`config.mk`:
```
export PLATFORM = sky130hd
export DESIGN_NAME = cam_frame_ctrl
export DESIGN_NICKNAME = d
export VERILOG_FILES = /design/src/rtl/cam_frame_ctrl.sv
export SDC_FILE = /design/constraint.sdc
export NUM_CORES = 1
export LEC_CHECK = 0
export CAP_MARGIN = 20
export CORE_AREA = 2 2 84 86
export CTS_BUF_LIST = sky130_fd_sc_hd__clkbuf_8
export CTS_CLUSTER_DIAMETER = 50
export DETAILED_ROUTE_END_ITERATION = 16
export DIE_AREA = 0 0 86 88
export HOLD_SLACK_MARGIN = 0.03
export PLACE_DENSITY = 0.51
export SLEW_MARGIN = 20
export SYNTH_ARGS = -nofsm -noshare
export SYNTH_HDL_FRONTEND = slang
export SYNTH_SLANG_ARGS = --single-unit
```
`constraint.sdc`:
```
create_clock -name i_pclk -period 2.4 [get_ports i_pclk]
set_input_delay 0.36 -clock i_pclk [delete_from_list [all_inputs] [get_ports i_pclk]]
set_output_delay 0.36 -clock i_pclk [all_outputs]
set_load 0.01 [all_outputs]
```
`src/rtl/cam_frame_ctrl.sv`:
```
`default_nettype none
// ============================================================================
// Module      : cam_frame_ctrl
// Description : Capture sequencer for the camera pixel-clock domain. Arms on a
//               software start once sensor configuration is complete, aligns
//               to the next frame boundary, gates frame-buffer writes for a
//               requested number of frames (or continuously until stopped)
//               and flags frames/lines whose geometry is off-nominal.
// Revision    : 1.0 - initial release
// ----------------------------------------------------------------------------
// Parameters:
//   LINES_PER_FRAME  expected href pulses per frame
//   BYTES_PER_LINE   expected href-high cycles per line
//   FRAME_CNT_W      width of frame request / frame counter
// Ports:
//   i_pclk            camera pixel clock (only clock)
//   i_reset           synchronous active-high reset
//   i_config_done     sensor configuration complete
//   i_vsync           vertical sync, high = frame blanking
//   i_href            line valid
//   i_start           one-cycle capture request
//   i_stop            one-cycle request to stop after the current frame
//   i_continuous      sampled at start: 1 = run until stop
//   i_num_frames      sampled at start: frames to capture (0 means 1)
//   i_err_clr         clears the sticky error flags
//   o_capture_en      frame-buffer writes permitted
//   o_busy            sequencer not idle
//   o_frame_start     pulse on entry to capture
//   o_frame_done      pulse at the end of each captured frame
//   o_frame_abort     pulse when capture is dropped on loss of config_done
//   o_frames_captured frames completed since the last start (wraps)
//   o_err_frame_len   sticky: frame line count off-nominal
//   o_err_line_len    sticky: line length off-nominal (0 unless macro set)
// Build option:
//   CAM_LINE_CHECK_EN  enables the per-line byte counter and o_err_line_len
// ============================================================================
module cam_frame_ctrl #(
  parameter int LINES_PER_FRAME = 480,
  parameter int BYTES_PER_LINE  = 1280,
  parameter int FRAME_CNT_W     = 8
) (
  input  logic                   i_pclk,
  input  logic                   i_reset,
  input  logic                   i_config_done,
  input  logic                   i_vsync,
  input  logic                   i_href,
  input  logic                   i_start,
  input  logic                   i_stop,
  input  logic                   i_continuous,
  input  logic [FRAME_CNT_W-1:0] i_num_frames,
  input  logic                   i_err_clr,
  output logic                   o_capture_en,
  output logic                   o_busy,
  output logic                   o_frame_start,
  output logic                   o_frame_done,
  output logic                   o_frame_abort,
  output logic [FRAME_CNT_W-1:0] o_frames_captured,
  output logic                   o_err_frame_len,
  output logic                   o_err_line_len
);

  localparam logic [9:0] c_LINE_MAX  = 10'h3FF;
  localparam logic [9:0] c_LINES_EXP = 10'(LINES_PER_FRAME);

  typedef enum logic [1:0] {
    ST_IDLE       = 2'd0,
    ST_WAIT_SYNC  = 2'd1,
    ST_WAIT_FRAME = 2'd2,
    ST_CAPTURE    = 2'd3
  } state_t;

  state_t                 r_state;
  state_t                 w_state_nxt;

  logic                   r_vsync_q;
  logic                   r_vsync_qq;
  logic                   r_href_q;
  logic                   r_href_qq;
  logic                   w_vs_rise;
  logic                   w_vs_fall;
  logic                   w_hr_fall;

  logic                   w_arm;
  logic                   w_enter_capture;
  logic                   w_frame_end;
  logic                   w_abort;
  logic                   w_stop_set;
  logic [FRAME_CNT_W-1:0] w_remaining_dec;

  logic                   r_continuous;
  logic [FRAME_CNT_W-1:0] r_remaining;
  logic                   r_stop_pending;
  logic [FRAME_CNT_W-1:0] r_frames_captured;
  logic [9:0]             r_line_cnt;
  logic                   r_err_frame_len;
  logic                   r_frame_start;
  logic                   r_frame_done;
  logic                   r_frame_abort;

  // --------------------------------------------------------------------------
  // Sync input registers and edge detection (edges compare _q against _qq)
  // --------------------------------------------------------------------------
  always_ff @(posedge i_pclk) begin
    if (i_reset) begin
      r_vsync_q  <= 1'b0;
      r_vsync_qq <= 1'b0;
      r_href_q   <= 1'b0;
      r_href_qq  <= 1'b0;
    end else begin
      r_vsync_q  <= i_vsync;
      r_vsync_qq <= r_vsync_q;
      r_href_q   <= i_href;
      r_href_qq  <= r_href_q;
    end
  end

  assign w_vs_rise = r_vsync_q & ~r_vsync_qq;
  assign w_vs_fall = ~r_vsync_q & r_vsync_qq;
  assign w_hr_fall = ~r_href_q & r_href_qq;

  assign w_remaining_dec = r_remaining - FRAME_CNT_W'(1);

  // --------------------------------------------------------------------------
  // FSM state register
  // --------------------------------------------------------------------------
  always_ff @(posedge i_pclk) begin
    if (i_reset) begin
      r_state <= ST_IDLE;
    end else begin
      r_state <= w_state_nxt;
    end
  end

  // --------------------------------------------------------------------------
  // FSM next state and event decode. Loss of config_done outranks stop and
  // frame completion, so an aborted frame never reports frame_done.
  // --------------------------------------------------------------------------
  always_comb begin
    w_state_nxt     = r_state;
    w_arm           = 1'b0;
    w_enter_capture = 1'b0;
    w_frame_end     = 1'b0;
    w_abort         = 1'b0;
    w_stop_set      = 1'b0;
    case (r_state)
      ST_IDLE: begin
        if (i_start && i_config_done) begin
          w_arm       = 1'b1;
          w_state_nxt = ST_WAIT_SYNC;
        end
      end
      ST_WAIT_SYNC: begin
        if (!i_config_done) begin
          w_abort     = 1'b1;
          w_state_nxt = ST_IDLE;
        end else if (i_stop) begin
          w_state_nxt = ST_IDLE;
        end else if (r_vsync_q) begin
          // Only a blanking interval guarantees the next falling edge is a
          // true frame start, so arming mid-frame waits here.
          w_state_nxt = ST_WAIT_FRAME;
        end
      end
      ST_WAIT_FRAME: begin
        if (!i_config_done) begin
          w_abort     = 1'b1;
          w_state_nxt = ST_IDLE;
        end else if (i_stop) begin
          w_state_nxt = ST_IDLE;
        end else if (w_vs_fall) begin
          w_enter_capture = 1'b1;
          w_state_nxt     = ST_CAPTURE;
        end
      end
      ST_CAPTURE: begin
        if (!i_config_done) begin
          w_abort     = 1'b1;
          w_state_nxt = ST_IDLE;
        end else begin
          w_stop_set = i_stop;
          if (w_vs_rise) begin
            w_frame_end = 1'b1;
            // A stop arriving on the closing cycle itself is honoured too.
            if (!(r_stop_pending || i_stop) &&
                (r_continuous || (w_remaining_dec != '0))) begin
              w_state_nxt = ST_WAIT_FRAME;
            end else begin
              w_state_nxt = ST_IDLE;
            end
          end
        end
      end
      default: begin
        w_state_nxt = ST_IDLE;
      end
    endcase
  end

  // --------------------------------------------------------------------------
  // Datapath: pulses, capture parameters, frame/line counting, frame error
  // --------------------------------------------------------------------------
  always_ff @(posedge i_pclk) begin
    if (i_reset) begin
      r_frame_start     <= 1'b0;
      r_frame_done      <= 1'b0;
      r_frame_abort     <= 1'b0;
      r_continuous      <= 1'b0;
      r_remaining       <= '0;
      r_stop_pending    <= 1'b0;
      r_frames_captured <= '0;
      r_line_cnt        <= '0;
      r_err_frame_len   <= 1'b0;
    end else begin
      r_frame_start <= w_enter_capture;
      r_frame_done  <= w_frame_end;
      r_frame_abort <= w_abort;

      if (w_arm) begin
        r_continuous      <= i_continuous;
        r_remaining       <= (i_num_frames == '0) ? FRAME_CNT_W'(1) : i_num_frames;
        r_frames_captured <= '0;
      end else if (w_frame_end) begin
        r_frames_captured <= r_frames_captured + FRAME_CNT_W'(1);
        if (!r_continuous) begin
          r_remaining <= w_remaining_dec;
        end
      end

      if (w_state_nxt == ST_IDLE) begin
        r_stop_pending <= 1'b0;
      end else if (w_stop_set) begin
        r_stop_pending <= 1'b1;
      end

      if (w_enter_capture) begin
        r_line_cnt <= '0;
      end else if ((r_state == ST_CAPTURE) && w_hr_fall && (r_line_cnt != c_LINE_MAX)) begin
        r_line_cnt <= r_line_cnt + 10'd1;
      end

      // Set has priority over clear so a coincident error is never lost.
      if (w_frame_end && (r_line_cnt != c_LINES_EXP)) begin
        r_err_frame_len <= 1'b1;
      end else if (i_err_clr) begin
        r_err_frame_len <= 1'b0;
      end
    end
  end

`ifdef CAM_LINE_CHECK_EN
  // --------------------------------------------------------------------------
  // Optional line-length check: counts href-high cycles within each line
  // --------------------------------------------------------------------------
  localparam logic [10:0] c_BYTE_MAX  = 11'h7FF;
  localparam logic [10:0] c_BYTES_EXP = 11'(BYTES_PER_LINE);

  logic [10:0] r_byte_cnt;
  logic        r_err_line_len;
  logic        w_line_end;

  assign w_line_end = (r_state == ST_CAPTURE) && w_hr_fall;

  always_ff @(posedge i_pclk) begin
    if (i_reset) begin
      r_byte_cnt     <= '0;
      r_err_line_len <= 1'b0;
    end else begin
      if (w_enter_capture || w_line_end) begin
        r_byte_cnt <= '0;
      end else if ((r_state == ST_CAPTURE) && r_href_q && (r_byte_cnt != c_BYTE_MAX)) begin
        r_byte_cnt <= r_byte_cnt + 11'd1;
      end

      if (w_line_end && (r_byte_cnt != c_BYTES_EXP)) begin
        r_err_line_len <= 1'b1;
      end else if (i_err_clr) begin
        r_err_line_len <= 1'b0;
      end
    end
  end

  assign o_err_line_len = r_err_line_len;
`else
  assign o_err_line_len = 1'b0;
`endif

  // --------------------------------------------------------------------------
  // Outputs
  // --------------------------------------------------------------------------
  assign o_capture_en      = (r_state == ST_CAPTURE);
  assign o_busy            = (r_state != ST_IDLE);
  assign o_frame_start     = r_frame_start;
  assign o_frame_done      = r_frame_done;
  assign o_frame_abort     = r_frame_abort;
  assign o_frames_captured = r_frames_captured;
  assign o_err_frame_len   = r_err_frame_len;

endmodule
`default_nettype wire

```
### Routed clock nets over the placement

Bar = 20 um.
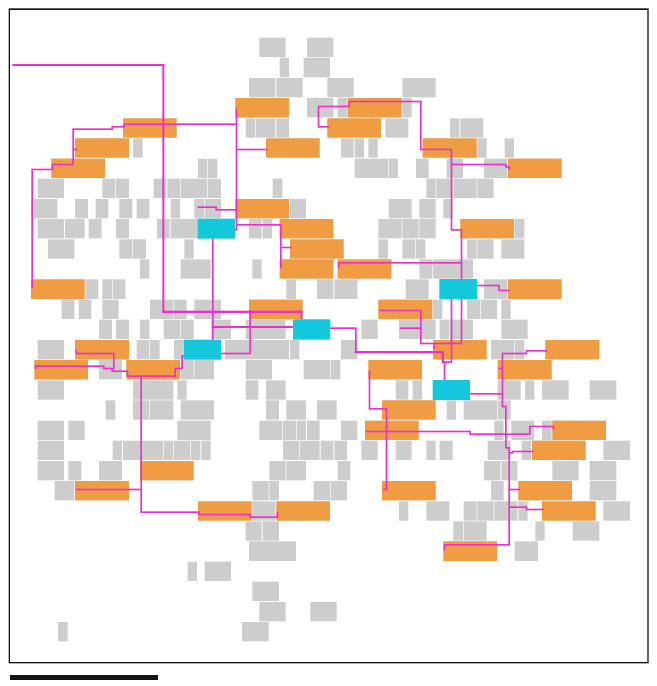
[flip-flops] orange | count: 38
[clock-net drivers] cyan | count: 5
[clock wires] magenta | length: 547 um
routed clock nets: 6

### Metal layers overlaid

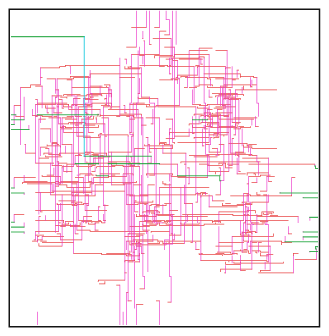
[M2] magenta | wire length: 2,110 um
[M1] red | wire length: 2,070 um
[M3] green | wire length: 157 um
[M4] cyan | wire length: 33.3 um
total number of vias: 1,658
Routed wire per std cell: 12.9 um
final WL: 4.37 mm
Tot GR Track Use: 12.3%

==> reports/qor.txt <==
Clk. pwr = 454 uW
M2 GR Usage = 21.1%
Max IR drop VDD = 248 uV
Crit path max-delay family = buffers and inverters
Worst Hold Class = reg -> reg
clock transition at the registers of the reported paths = 70 ps
CTS Buffer Depth = 2
Setup crit start = r_state[0]
Flops after synth = 38
first-pass GRT wire length = 7.36 mm
Max Fclk = 0.478 GHz
Flop area = 761 um2
most flop-heavy register = r_line_cnt
dominant logic cell type in the layout = dfxtp_1
setup violators final = 0
aoi share = 14.9%
dominant class by area = combinational gates
max FFs per register = 10
Post-DP HPWL = 3.28 mm
cell internal pwr = 927 uW
Worst Path Buf+Inv = 1
Starting DRT DRC Count = 40
maxcap violations = 0
synthesized netlist net count = 250
Reg2Reg Setup Slack = 550 ps
combinational share of cell area = 45.5%
die height = 88 um
Layout non-clock buf frac = 13.5%
Final Max Slew Viols = 0
critical path's largest stage delay = 600 ps
Setup Buffers After CTS = 0
Crit-path slowest cell = clkdlybuf4s50_1
EDFF count, synth = 0
Final GP Congestion = 0.765
leakage = 0.878 nW
Synth Warn # = 0
Vias/cell = 4.89
Clock Skews = 8.66 ps
Final Hold Viols = 0
GR Util met3 = 2.92%
post-cts repair resize count = 0
Clk pwr share = 36.8%
Synth async-reset ratio = 0%
clk latency late pin = 290 ps
Hold EP = r_href_qq
design area = 2390 um2
RR Endpoint = r_state[1]
top-count cell post-synth = dfxtp_1
Num CTS Buffers = 5
most frequent cells in the layout = dfxtp_1, nor2_1, clkdlybuf4s50_1
H-tree depth = 2
Place WS = 233 ps
metal3 WL = 157 um
port bufs = 30
largest net degree at the start of global routing = 13
pwr dens = 515 nW/um2
P_seq = 655 uW
Layout clock area frac = 3.81%
GRT met1 Usage = 15.3%
busiest grt layer = met2
Startpoint Class = register
Filler Cell Count = 709
CTS sink cnt = 38
aggregate global routing overflow = 0
net count reported at finish = 280
Remaining DRCs = 0
Non-CTS inverters = 8
Mapped Cells = 228
XORs/XNORs by Area = 8.07%
WHS Path Cells = 1
WHS = 472 ps
Sw Ratio = 24.9%
drt pass-1 iters = 4
vias in the first global route = 1,537
CTS tree = built
dpl cell area = 2300 um2
Worst EP arrival = 1730 ps
ANT cells = 0
met2 routed WL = 2.11 mm
most frequent cells after synthesis = dfxtp_1, nor2_1, a21oi_1
share of layout cells above drive strength 1 = 7.72%
syn_area_per_cell = 8.57 um2
top comb family, area = simple AND/OR/NAND/NOR gates
CP Cell Sequence = and2_1, clkdlybuf4s50_1
Layout area overhead = 22.5%
R2R depth = 5
Crit Path Max Fanout = 9
max_slew headroom = 64.4%
die span in x = 86 um
area share of fa/ha/maj cells after synthesis = 3.20%
Init Core Util = 29.4%
cell type with the largest total area = dfxtp_1
YS chip area = 1950 um2
post-synthesis cell type count = 47
logic area = 1090 um2
CP Depth = 2
Post-synth mux share = 0%
Reg-to-Reg Start = r_remaining[0]
tool warning count = 28
I/O Pins = 32
Crit. End Element = output port
Comb group = 126 uW
nonclk buf count = 33
Seq pwr share = 53.1%
wl on met1 = 2.07 mm
and+or+nand+nor area frac = 29.4%
initial antenna violation count = 0
Yosys Instances = 228
combinational power share = 10.2%
highest-power group = registers
hold path startpoint = r_href_q
root buffer cell = clkbuf_8
status = completed
cycle use final = 87.1%
CP endpoint = o_capture_en
worst slew pin tran = 532 ps
Largest cells by area = dfxtp_1, nor2_1, xor2_1, a21oi_1, ha_1
hold buffers post-CTS = 0
uppermost routed layer = met4
Synth Seq Share = 38.9%
main flop type = dfxtp_1
Final WS setup = 309 ps
min Tclk post-route = 2090 ps
### Cell classes on the final placement

Fill, decap, tap and diode cells in gray.
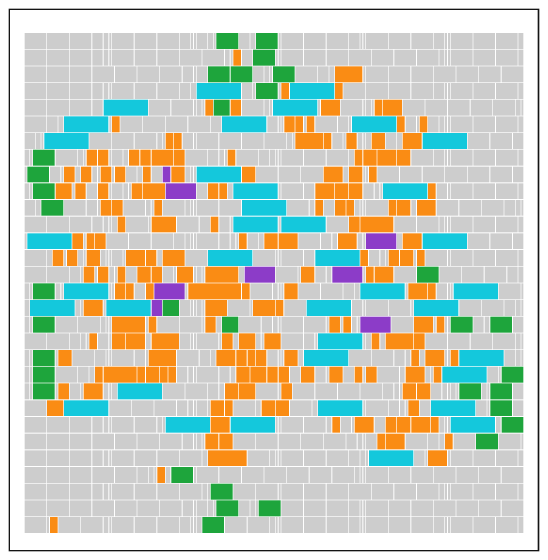
[clock drivers and dummy loads] purple | cells: 8
[remaining logic cells] orange | cells: 180
[remaining buffers and delay cells] green | cells: 33
[sequential cells] cyan | cells: 38
flop share of the area: 31.8%
Core ar.: 6640 um2

### Cell outlines without signal wires

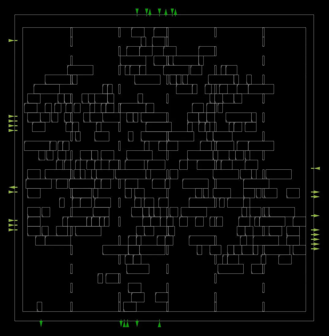
n_taps: 80
Seq cells: 38
post-layout util: 36.0%
Layout Cells excl Fill: 339
row cnt: 30

No activity file was given, so power comes from the tool's default toggle rates.
